<file path="src/rtl/logo_pkg.sv">
// Shared definitions for the scrolling logo painter: glyph codes,
// the 16x8 glyph row-byte ROM and the animation state type.
package logo_pkg;

   // Glyph codes; code 0 is blank and never lights a pixel.
   localparam logic [3:0] BLANK = 4'd0;
   localparam logic [3:0] A     = 4'd1;
   localparam logic [3:0] C     = 4'd2;
   localparam logic [3:0] E     = 4'd3;
   localparam logic [3:0] G     = 4'd4;
   localparam logic [3:0] H     = 4'd5;
   localparam logic [3:0] I     = 4'd6;
   localparam logic [3:0] L     = 4'd7;
   localparam logic [3:0] M     = 4'd8;
   localparam logic [3:0] N     = 4'd9;
   localparam logic [3:0] O     = 4'd10;
   localparam logic [3:0] P     = 4'd11;
   localparam logic [3:0] R     = 4'd12;
   localparam logic [3:0] S     = 4'd13;
   localparam logic [3:0] T     = 4'd14;
   localparam logic [3:0] U     = 4'd15;

   // One 64-bit word per code: row 0 in bits [63:56], row 7 in [7:0].
   // Within a row byte the MSB is the leftmost pixel.
   localparam logic [63:0] GLYPH_ROM [16] = '{
      64'h0000000000000000,  // BLANK
      64'h182442427E424200,  // A
      64'h3C42404040423C00,  // C
      64'h7E40407C40407E00,  // E
      64'h3C42404E42423C00,  // G
      64'h4242427E42424200,  // H
      64'h3E08080808083E00,  // I
      64'h4040404040407E00,  // L
      64'h42665A4242424200,  // M
      64'h4262524A46424200,  // N
      64'h3C42424242423C00,  // O
      64'h7C42427C40404000,  // P
      64'h7C42427C48444200,  // R
      64'h3C42403C02423C00,  // S
      64'h7F08080808080800,  // T
      64'h4242424242423C00   // U
   };

   typedef enum logic [1:0] {
      MOVE_RIGHT,
      PAUSE_R,
      MOVE_LEFT,
      PAUSE_L
   } anim_state_t;

endpackage

</file>
<file path="src/rtl/logo_glyph_rom.sv">
// Combinational glyph row lookup: returns the 8-pixel row byte of a glyph.
module logo_glyph_rom
   import logo_pkg::*;
(
   input  logic [3:0] code,
   input  logic [2:0] row,
   output logic [7:0] bits
);

   logic [63:0] glyph;

   assign glyph = GLYPH_ROM[code];
   // ~row maps row 0 onto the most significant byte of the glyph word
   assign bits  = glyph[{~row, 3'b000} +: 8];

endmodule

</file>
<file path="src/rtl/logo_scroll_painter.sv">
// Paints a string of scaled bitmap glyphs at a horizontal offset that
// bounces between 0 and DELT_MAX, pausing at each end. hit/hit_index
// follow the x/y presented two clocks earlier.
// Optional macro LOGO_BLINK_EN: adds a 6-bit frame counter whose bit 5
// gates hit (32 frames visible, 32 frames dark).
module logo_scroll_painter
   import logo_pkg::*;
#(
   parameter int NUM_GLYPHS   = 4,
   parameter int SCALE_LOG2   = 2,
   parameter int GAP          = 4,
   parameter int X_BASE       = 500,
   parameter int Y_BASE       = 550,
   parameter int DELT_MAX     = 100,
   parameter int STEP         = 2,
   parameter int PAUSE_FRAMES = 30,
   localparam int IDX_W       = (NUM_GLYPHS > 1) ? $clog2(NUM_GLYPHS) : 1
)
(
   input  logic                    clk,
   input  logic                    rst,
   input  logic                    enable,
   input  logic                    frame_start,
   input  logic [10:0]             x,
   input  logic [10:0]             y,
   input  logic [4*NUM_GLYPHS-1:0] text_codes,
   output logic                    hit,
   output logic [IDX_W-1:0]        hit_index,
   output logic [10:0]             delt
);

   localparam int CELL   = 8 << SCALE_LOG2;
   localparam int PITCH  = CELL + GAP;
   localparam int PCNT_W = (PAUSE_FRAMES > 1) ? $clog2(PAUSE_FRAMES) : 1;

   localparam logic signed [12:0] X_BASE_S  = 13'(X_BASE);
   localparam logic signed [12:0] Y_BASE_S  = 13'(Y_BASE);
   localparam logic signed [12:0] CELL_S    = 13'(CELL);
   localparam logic        [10:0] DMAX11    = 11'(DELT_MAX);
   localparam logic        [11:0] DMAX12    = 12'(DELT_MAX);
   localparam logic        [10:0] STEP11    = 11'(STEP);
   localparam logic        [11:0] STEP12    = 12'(STEP);
   localparam logic  [PCNT_W-1:0] PCNT_LAST = PCNT_W'(PAUSE_FRAMES - 1);

   // ---------------- animation state ----------------
   anim_state_t       state, state_n;
   logic [10:0]       delt_r, delt_n;
   logic [PCNT_W-1:0] pcnt, pcnt_n;
   logic              adv;
   logic [11:0]       up_sum;

   assign adv    = frame_start & enable;
   assign up_sum = {1'b0, delt_r} + STEP12;
   assign delt   = delt_r;

   // Animation registers: offset, travel state and pause counter.
   always_ff @(posedge clk) begin
      if (rst) begin
         state  <= MOVE_RIGHT;
         delt_r <= '0;
         pcnt   <= '0;
      end else begin
         state  <= state_n;
         delt_r <= delt_n;
         pcnt   <= pcnt_n;
      end
   end

   // Next-state: step the offset with saturation, then hold at each end.
   always_comb begin
      state_n = state;
      delt_n  = delt_r;
      pcnt_n  = pcnt;
      if (adv) begin
         case (state)
            MOVE_RIGHT: begin
               if (up_sum >= DMAX12) begin
                  delt_n  = DMAX11;
                  pcnt_n  = '0;
                  state_n = (PAUSE_FRAMES == 0) ? MOVE_LEFT : PAUSE_R;
               end else begin
                  delt_n = up_sum[10:0];
               end
            end
            PAUSE_R: begin
               if (pcnt >= PCNT_LAST) begin
                  pcnt_n  = '0;
                  state_n = MOVE_LEFT;
               end else begin
                  pcnt_n = pcnt + 1'b1;
               end
            end
            MOVE_LEFT: begin
               if ({1'b0, delt_r} <= STEP12) begin
                  delt_n  = '0;
                  pcnt_n  = '0;
                  state_n = (PAUSE_FRAMES == 0) ? MOVE_RIGHT : PAUSE_L;
               end else begin
                  delt_n = delt_r - STEP11;
               end
            end
            PAUSE_L: begin
               if (pcnt >= PCNT_LAST) begin
                  pcnt_n  = '0;
                  state_n = MOVE_RIGHT;
               end else begin
                  pcnt_n = pcnt + 1'b1;
               end
            end
            default: state_n = MOVE_RIGHT;
         endcase
      end
   end

   // ---------------- optional blink gate ----------------
   logic blink_on;
`ifdef LOGO_BLINK_EN
   logic [5:0] blink_cnt;

   // Frame counter; its MSB selects the visible half of each 64-frame cycle.
   always_ff @(posedge clk) begin
      if (rst)
         blink_cnt <= '0;
      else if (adv)
         blink_cnt <= blink_cnt + 6'd1;
   end

   assign blink_on = blink_cnt[5];
`else
   assign blink_on = 1'b1;
`endif

   // ---------------- stage 0: slot decode ----------------
   logic signed [12:0] dx, dy, off;
   logic               sel_vld, row_vld;
   logic [IDX_W-1:0]   sel_idx;
   logic [2:0]         sel_col;
   logic [3:0]         sel_code;

   assign dx      = $signed({2'b00, x}) - X_BASE_S - $signed({2'b00, delt_r});
   assign dy      = $signed({2'b00, y}) - Y_BASE_S;
   assign row_vld = (dy >= 13'sd0) && (dy < CELL_S);

   // Find the glyph cell (if any) containing dx; gaps and negatives select none.
   always_comb begin
      sel_vld  = 1'b0;
      sel_idx  = '0;
      sel_col  = '0;
      sel_code = '0;
      off      = '0;
      for (int i = 0; i < NUM_GLYPHS; i++) begin
         off = dx - 13'(i * PITCH);
         if (!sel_vld && (off >= 13'sd0) && (off < CELL_S)) begin
            sel_vld  = 1'b1;
            sel_idx  = IDX_W'(i);
            sel_col  = off[SCALE_LOG2 +: 3];
            sel_code = text_codes[4*i +: 4];
         end
      end
   end

   // ---------------- stage 1 register ----------------
   logic             vld_p1, en_p1;
   logic [IDX_W-1:0] idx_p1;
   logic [2:0]       col_p1, row_p1;
   logic [3:0]       code_p1;

   // Capture the decoded slot, glyph coordinates, code and enable.
   always_ff @(posedge clk) begin
      if (rst) begin
         vld_p1  <= 1'b0;
         en_p1   <= 1'b0;
         idx_p1  <= '0;
         col_p1  <= '0;
         row_p1  <= '0;
         code_p1 <= '0;
      end else begin
         vld_p1  <= sel_vld & row_vld;
         en_p1   <= enable;
         idx_p1  <= sel_idx;
         col_p1  <= sel_col;
         row_p1  <= dy[SCALE_LOG2 +: 3];
         code_p1 <= sel_code;
      end
   end

   logic [7:0] rom_bits;

   logo_glyph_rom u_rom (
      .code (code_p1),
      .row  (row_p1),
      .bits (rom_bits)
   );

   // ---------------- stage 2 register ----------------
   logic             hit_p1;
   logic             hit_p2;
   logic [IDX_W-1:0] idx_p2;

   assign hit_p1 = vld_p1 & rom_bits[~col_p1] & en_p1 & blink_on;

   // Register the lit-pixel flag; the index is zeroed when nothing is lit.
   always_ff @(posedge clk) begin
      if (rst) begin
         hit_p2 <= 1'b0;
         idx_p2 <= '0;
      end else begin
         hit_p2 <= hit_p1;
         idx_p2 <= hit_p1 ? idx_p1 : '0;
      end
   end

   assign hit       = hit_p2;
   assign hit_index = idx_p2;

endmodule

</file>
<file path="config.mk">
export PLATFORM = sky130hd
export DESIGN_NAME = logo_scroll_painter
export DESIGN_NICKNAME = d
export VERILOG_FILES = /design/src/rtl/logo_pkg.sv /design/src/rtl/logo_glyph_rom.sv /design/src/rtl/logo_scroll_painter.sv
export SDC_FILE = /design/constraint.sdc
export NUM_CORES = 1
export LEC_CHECK = 0
export ABC_AREA = 0
export CORE_MARGIN = 4
export CORE_UTILIZATION = 57
export CTS_CLUSTER_SIZE = 12
export DETAILED_ROUTE_END_ITERATION = 10
export DONT_BUFFER_PORTS = 1
export GPL_TIMING_DRIVEN = 0
export PLACE_DENSITY_LB_ADDON = 0.12
export SLEW_MARGIN = 20
export SYNTH_ARGS = -nofsm -noshare
export SYNTH_HDL_FRONTEND = slang
export SYNTH_SLANG_ARGS = --single-unit
</file>
<file path="constraint.sdc">
create_clock -name clk -period 5.1 [get_ports clk]
set_clock_uncertainty 0.2 [all_clocks]
set_input_delay 1.53 -clock clk [delete_from_list [all_inputs] [get_ports clk]]
set_output_delay 1.53 -clock clk [all_outputs]
set_load 0.1 [all_outputs]
</file>
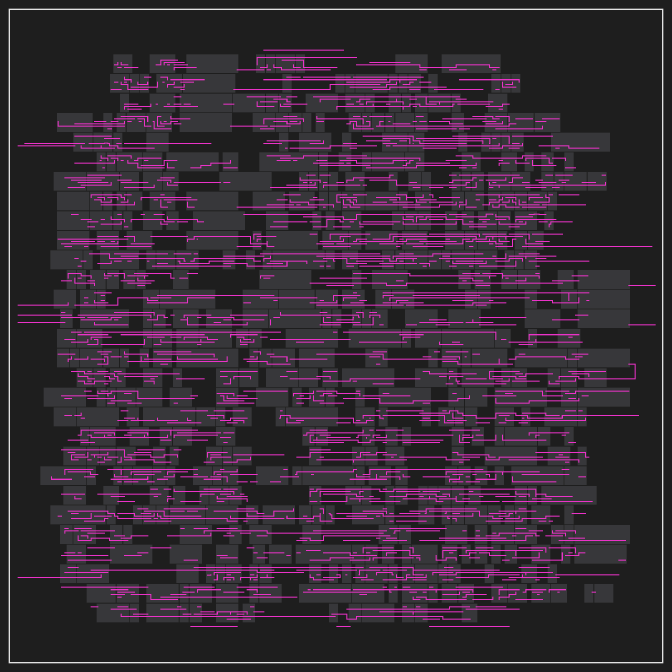
**Above:** run 1 (metal 1).
main direction = horizontal
share of all routed wire = 46%
longest straight run = 29.7 um

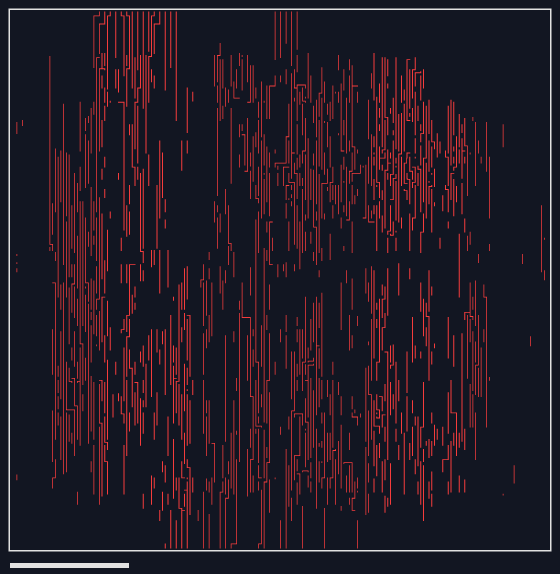
**Above:** run 1 (M2 wires).
Bar = 20 um.
nets with wire on the layer = 482
wire length on this layer = 4490 um
main direction = vertical
share of all routed wire = 45%

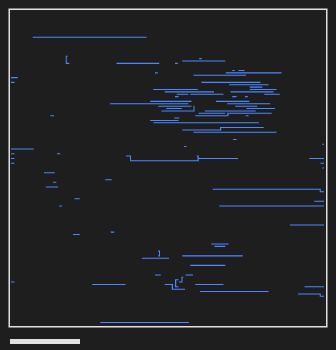
**Above:** run 1 (met3 routing).
Bar = 20 um.
nets with wire on the layer = 69
wire length on this layer = 681 um
main direction = horizontal
share of all routed wire = 6.9%
longest straight run = 32.2 um

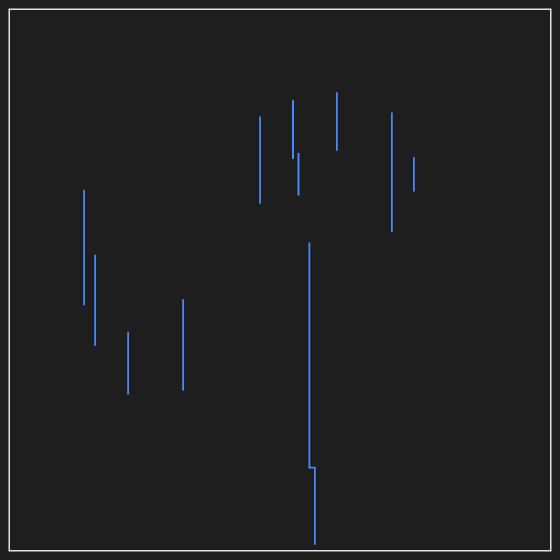
**Above:** run 1 (M4 wires).
nets with wire on the layer = 11
main direction = vertical
total number of vias: 3839
Routed Wire Length: 9.925 mm

==> Slide: Implementation Results, run 1 <==
Key Metrics from the Run

Critical path
  – Worst Setup End Kind: flop
  – Worst r2r path cells: 17
  – CP max FO: 7
  – Critical path class: in -> reg
  – Crit path arrival time: 4.88 ns
  – Largest stage delay, worst path: 0.33 ns
  – Crit path to: col_p1[1]$_SDFF_PP0_
  – Worst reg-to-reg setup slack: 0.41 ns
  – RR Endpoint: col_p1[1]$_SDFF_PP0_

Synth
  – Top cell area share: 17.58%
  – Yosys chip area: 3871 sq um
  – Syn_nets: 594
  – Synthesis warning total: 0
  – And+or+nand+nor area frac: 23.14%
  – Area share of fa/ha/maj cells after synthesis: 11.31%
  – Synthesized flop and latch total: 34
  – Cell type with the largest total area: dfxtp_1
  – Cells in synth_stat.txt: 517

Layout
  – Non-clock buffers: 27
  – Filler cell count in the final layout: 600
  – Clock buffers: 5
  – Post-layout util: 63.39%
  – Number of non-clock inverters in the layout: 35
  – Non-Filler Instances: 605
  – Dominant logic cell type in the layout: nor2_1
  – Buffering overhead: 3.820%
  – Sequential share of cell area: 16.72%

Min path
  – Hold path depth: 1
  – Worst Hold Launch: idx_p1[0]$_SDFF_PP0_

Placed design
  – GP Congestion: 0.9552
  – Place WS: -0.1709 ns
  – Placed Area: 3969 sq um

GRT
  – Met1 Usage GRT: 32.32%
  – Antenna violations before repair: 0
  – Grt met2 use: 38.21%
  – Vias in the first global route: 3466
  – Routing usage on met3: 4.250%

STA
  – Worst rel slew slack: 24.04%
  – Shortest period the worst path allows: 4.850 ns
  – Fin crit share: 95.09%
  – Setup_tns: 0 ns
  – Final Hold Vio Count: 0
  – Fmax: 206.2 MHz

Clock tree
  – CTS tree: yes
  – Buffer count from post-CTS setup fixing: 0
  – Clk pin slew, worst setup/hold paths: 0.07 ns
  – Latency at later pin: 0.28 ns
  – Post-CTS resize count: 0
  – CTS sink count: 34
  – Clk root buf: clkbuf_8
  – Worst-case clock buffer depth: 2

Routing
  – Met1 WL: 4.576 mm
  – Max Used Layer: met4

Power and ir drop
  – Switching share of power: 38.21%
  – P_seq: 0.288 mW
  – Flop pwr share: 36.6%
  – Worst vdd ir: 0.1127 mV
  – Overall Power: 0.7864 mW
  – Logic pwr share: 38.6%
  – Total net switching power: 0.3005 mW
  – Pwr Density: 192.1 nW/um^2

Run
  – Total of max-cap violations: 0

Outcome
  – Status: finished clean

Floorplanning
  – Well Taps: 77
  – Die height: 90.41 um
==> inputs of run 2 (changes only) <==
- CTS_BUF_LIST: not set -> sky130_fd_sc_hd__clkbuf_8
- REMOVE_ABC_BUFFERS: not set -> 1
==> run 2 against run 1 <==
Net effect: sequential share of layout area increased by 0.56 points; largest power group is now registers; non-clock buffer count decreased by 23; register-to-register slack improved by 0.31 ns; largest cell class unchanged; sequential cell count unchanged; cell count decreased by 3.8%; die area unchanged; critical path type unchanged; critical path depth decreased by 4.
==> Slide: Implementation Results, run 2 <==
Key Metrics from the Run

Synth
  – And+or+nand+nor area frac: 23.14%
  – Top cell area share: 17.58%
  – Complex Gates by Area: 31.51%
  – Synthesized flop and latch total: 34
  – Synthesis warning total: 0
  – Cell type with the largest total area: dfxtp_1
  – Cells in synth_stat.txt: 517
  – XOR Share, Synth: 5.171%
  – Area share of fa/ha/maj cells after synthesis: 11.31%
  – Post-synth EDFFs: 0
  – Yosys chip area: 3871 sq um

Critical path
  – Critical path class: in -> reg
  – Worst r2r path cells: 11
  – RR Endpoint: code_p1[3]$_SDFF_PP0_
  – Delay-heaviest family, CP: AND-OR/OR-AND gates
  – Largest stage delay, worst path: 0.73 ns
  – Worst reg-to-reg setup slack: 0.72 ns
  – Crit path arrival time: 4.86 ns
  – Worst Path Buf+Inv: 3
  – Crit path to: code_p1[3]$_SDFF_PP0_
  – Worst Setup End Kind: flop
  – CP max FO: 8

Layout
  – Filler cell count in the final layout: 592
  – Non-clock buffers: 4
  – Post-layout util: 61.68%
  – Flop Count: 34
  – Dominant logic cell type in the layout: nor2_1
  – Number of non-clock inverters in the layout: 35
  – Buffering overhead: 0.7538%
  – Logic share of the area: 73.96%
  – Comb area: 2947 sq um
  – Sequential share of cell area: 17.27%
  – Clock buffers: 6
  – Non-Filler Instances: 582

STA
  – Fin crit share: 94.54%
  – Setup_tns: 0 ns
  – RSZ-0062 raised after global routing: false
  – Fmax: 207.4 MHz
  – Shortest period the worst path allows: 4.822 ns
  – Final Hold Vio Count: 0
  – Worst rel slew slack: 21.40%

Routing
  – Met1 WL: 4.349 mm
  – ANT nets after route: 0
  – Max Used Layer: met4

Power and ir drop
  – Logic pwr share: 35.2%
  – Worst vdd ir: 0.1146 mV
  – Overall Power: 0.7894 mW
  – Switching share of power: 37.72%
  – Pwr Density: 198.1 nW/um^2
  – Leading power group: registers
  – Total net switching power: 0.2978 mW
  – P_seq: 0.299 mW
  – Flop pwr share: 37.9%

Floorplanning
  – Die height: 90.41 um
  – Well Taps: 77

Run
  – Total of max-cap violations: 0

Outcome
  – Status: finished clean

Clock tree
  – Post-CTS resize count: 1
  – Clk pin slew, worst setup/hold paths: 0.07 ns
  – Buffer count from post-CTS setup fixing: 0
  – CTS sink count: 34
  – CTS tree: yes
  – Worst-case clock buffer depth: 2
  – Clk root buf: clkbuf_8
  – Latency at later pin: 0.29 ns

GRT
  – First-pass GRT wire length: 15.93 mm
  – GRT busiest layer: met2
  – Vias in the first global route: 3398
  – Met1 Usage GRT: 30.64%
  – Routing usage on met3: 5.000%
  – Antenna violations before repair: 0

Min path
  – Hold path depth: 1
  – Worst Hold Launch: idx_p1[1]$_SDFF_PP0_

Placed design
  – Placed Cells: 570
  – Placed Area: 3844 sq um
  – GP Congestion: 0.9099
  – Place WS: -0.3009 ns
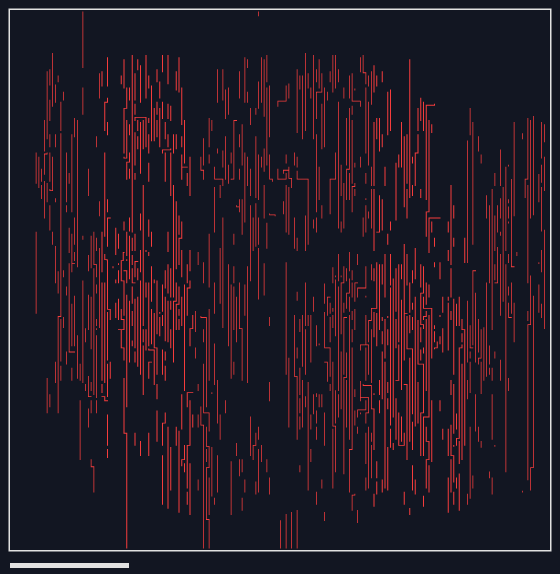
**Above:** run 2 (M2 wires).
Bar = 20 um.
grt met2 use: 37.03%
Routed Wire Length: 9.459 mm
total number of vias: 3705

==> inputs of run 3 (changes only) <==
- SLEW_MARGIN: 20 -> not set
==> run 3 against run 2 <==
Net effect: register-to-register slack got worse by 0.30 ns; sequential cell count did not move; synthesized cell count did not move; core utilization fell by 0.12 points; first-iteration DRC count fell by 6.6%; critical endpoint unchanged; highest routed layer unchanged.
==> Slide: Implementation Results, run 3 <==
Key Metrics from the Run

Synth
  – Cells in synth_stat.txt: 517
  – Area share of fa/ha/maj cells after synthesis: 11.31%
  – Synthesis warning total: 0
  – Cell type with the largest total area: dfxtp_1
  – XOR Share, Synth: 5.171%
  – Complex Gates by Area: 31.51%
  – And+or+nand+nor area frac: 23.14%
  – Post-synth EDFFs: 0

STA
  – Worst rel slew slack: 15.33%
  – Fin crit share: 94.01%
  – Shortest period the worst path allows: 4.794 ns
  – Final Hold Vio Count: 0
  – Setup_tns: 0 ns

Layout
  – Comb area: 2947 sq um
  – Number of non-clock inverters in the layout: 35
  – Clock buffers: 6
  – Sequential share of cell area: 17.12%
  – Logic share of the area: 74.10%
  – Non-Filler Instances: 582
  – Flop Count: 34
  – Filler cell count in the final layout: 576
  – Post-layout util: 61.57%

Routing
  – ANT nets after route: 0
  – Met1 WL: 4.216 mm

Placed design
  – GP Congestion: 0.9099
  – Placed Area: 3834 sq um

GRT
  – First-pass GRT wire length: 15.95 mm
  – Routing usage on met3: 5.000%
  – GRT busiest layer: met2
  – Met1 Usage GRT: 30.49%
  – Vias in the first global route: 3435

Critical path
  – Delay-heaviest family, CP: AND-OR/OR-AND gates
  – Largest stage delay, worst path: 0.45 ns
  – RR Endpoint: code_p1[3]$_SDFF_PP0_
  – Worst Setup End Kind: flop
  – Crit path to: code_p1[3]$_SDFF_PP0_
  – CP max FO: 10
  – Worst r2r path cells: 11
  – Critical path class: in -> reg
  – Crit path arrival time: 4.77 ns
  – Worst Path Buf+Inv: 3

Clock tree
  – Buffer count from post-CTS setup fixing: 0
  – Clk root buf: clkbuf_8
  – Worst-case clock buffer depth: 2
  – Clk pin slew, worst setup/hold paths: 0.07 ns
  – CTS sink count: 34
  – CTS tree: yes

Power and ir drop
  – Leading power group: registers
  – Total net switching power: 0.2952 mW
  – Overall Power: 0.7867 mW
  – Pwr Density: 197.8 nW/um^2
  – Worst vdd ir: 0.1149 mV
  – Flop pwr share: 38.0%
  – P_seq: 0.299 mW

Min path
  – Worst Hold Launch: idx_p1[1]$_SDFF_PP0_

Outcome
  – Status: finished clean

Floorplanning
  – Well Taps: 77
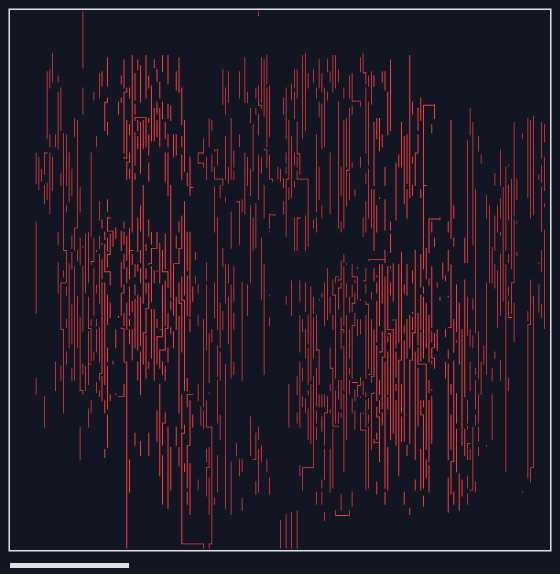
**Above:** run 3 (M2 wires).
Bar = 20 um.
nets with wire on the layer = 462
wire length on this layer = 4320 um
main direction = vertical
share of all routed wire = 46%
Routed Wire Length: 9.390 mm
grt met2 use: 36.96%
total number of vias: 3736

Power figures rest on the tool's default switching activity, not on a simulated workload.
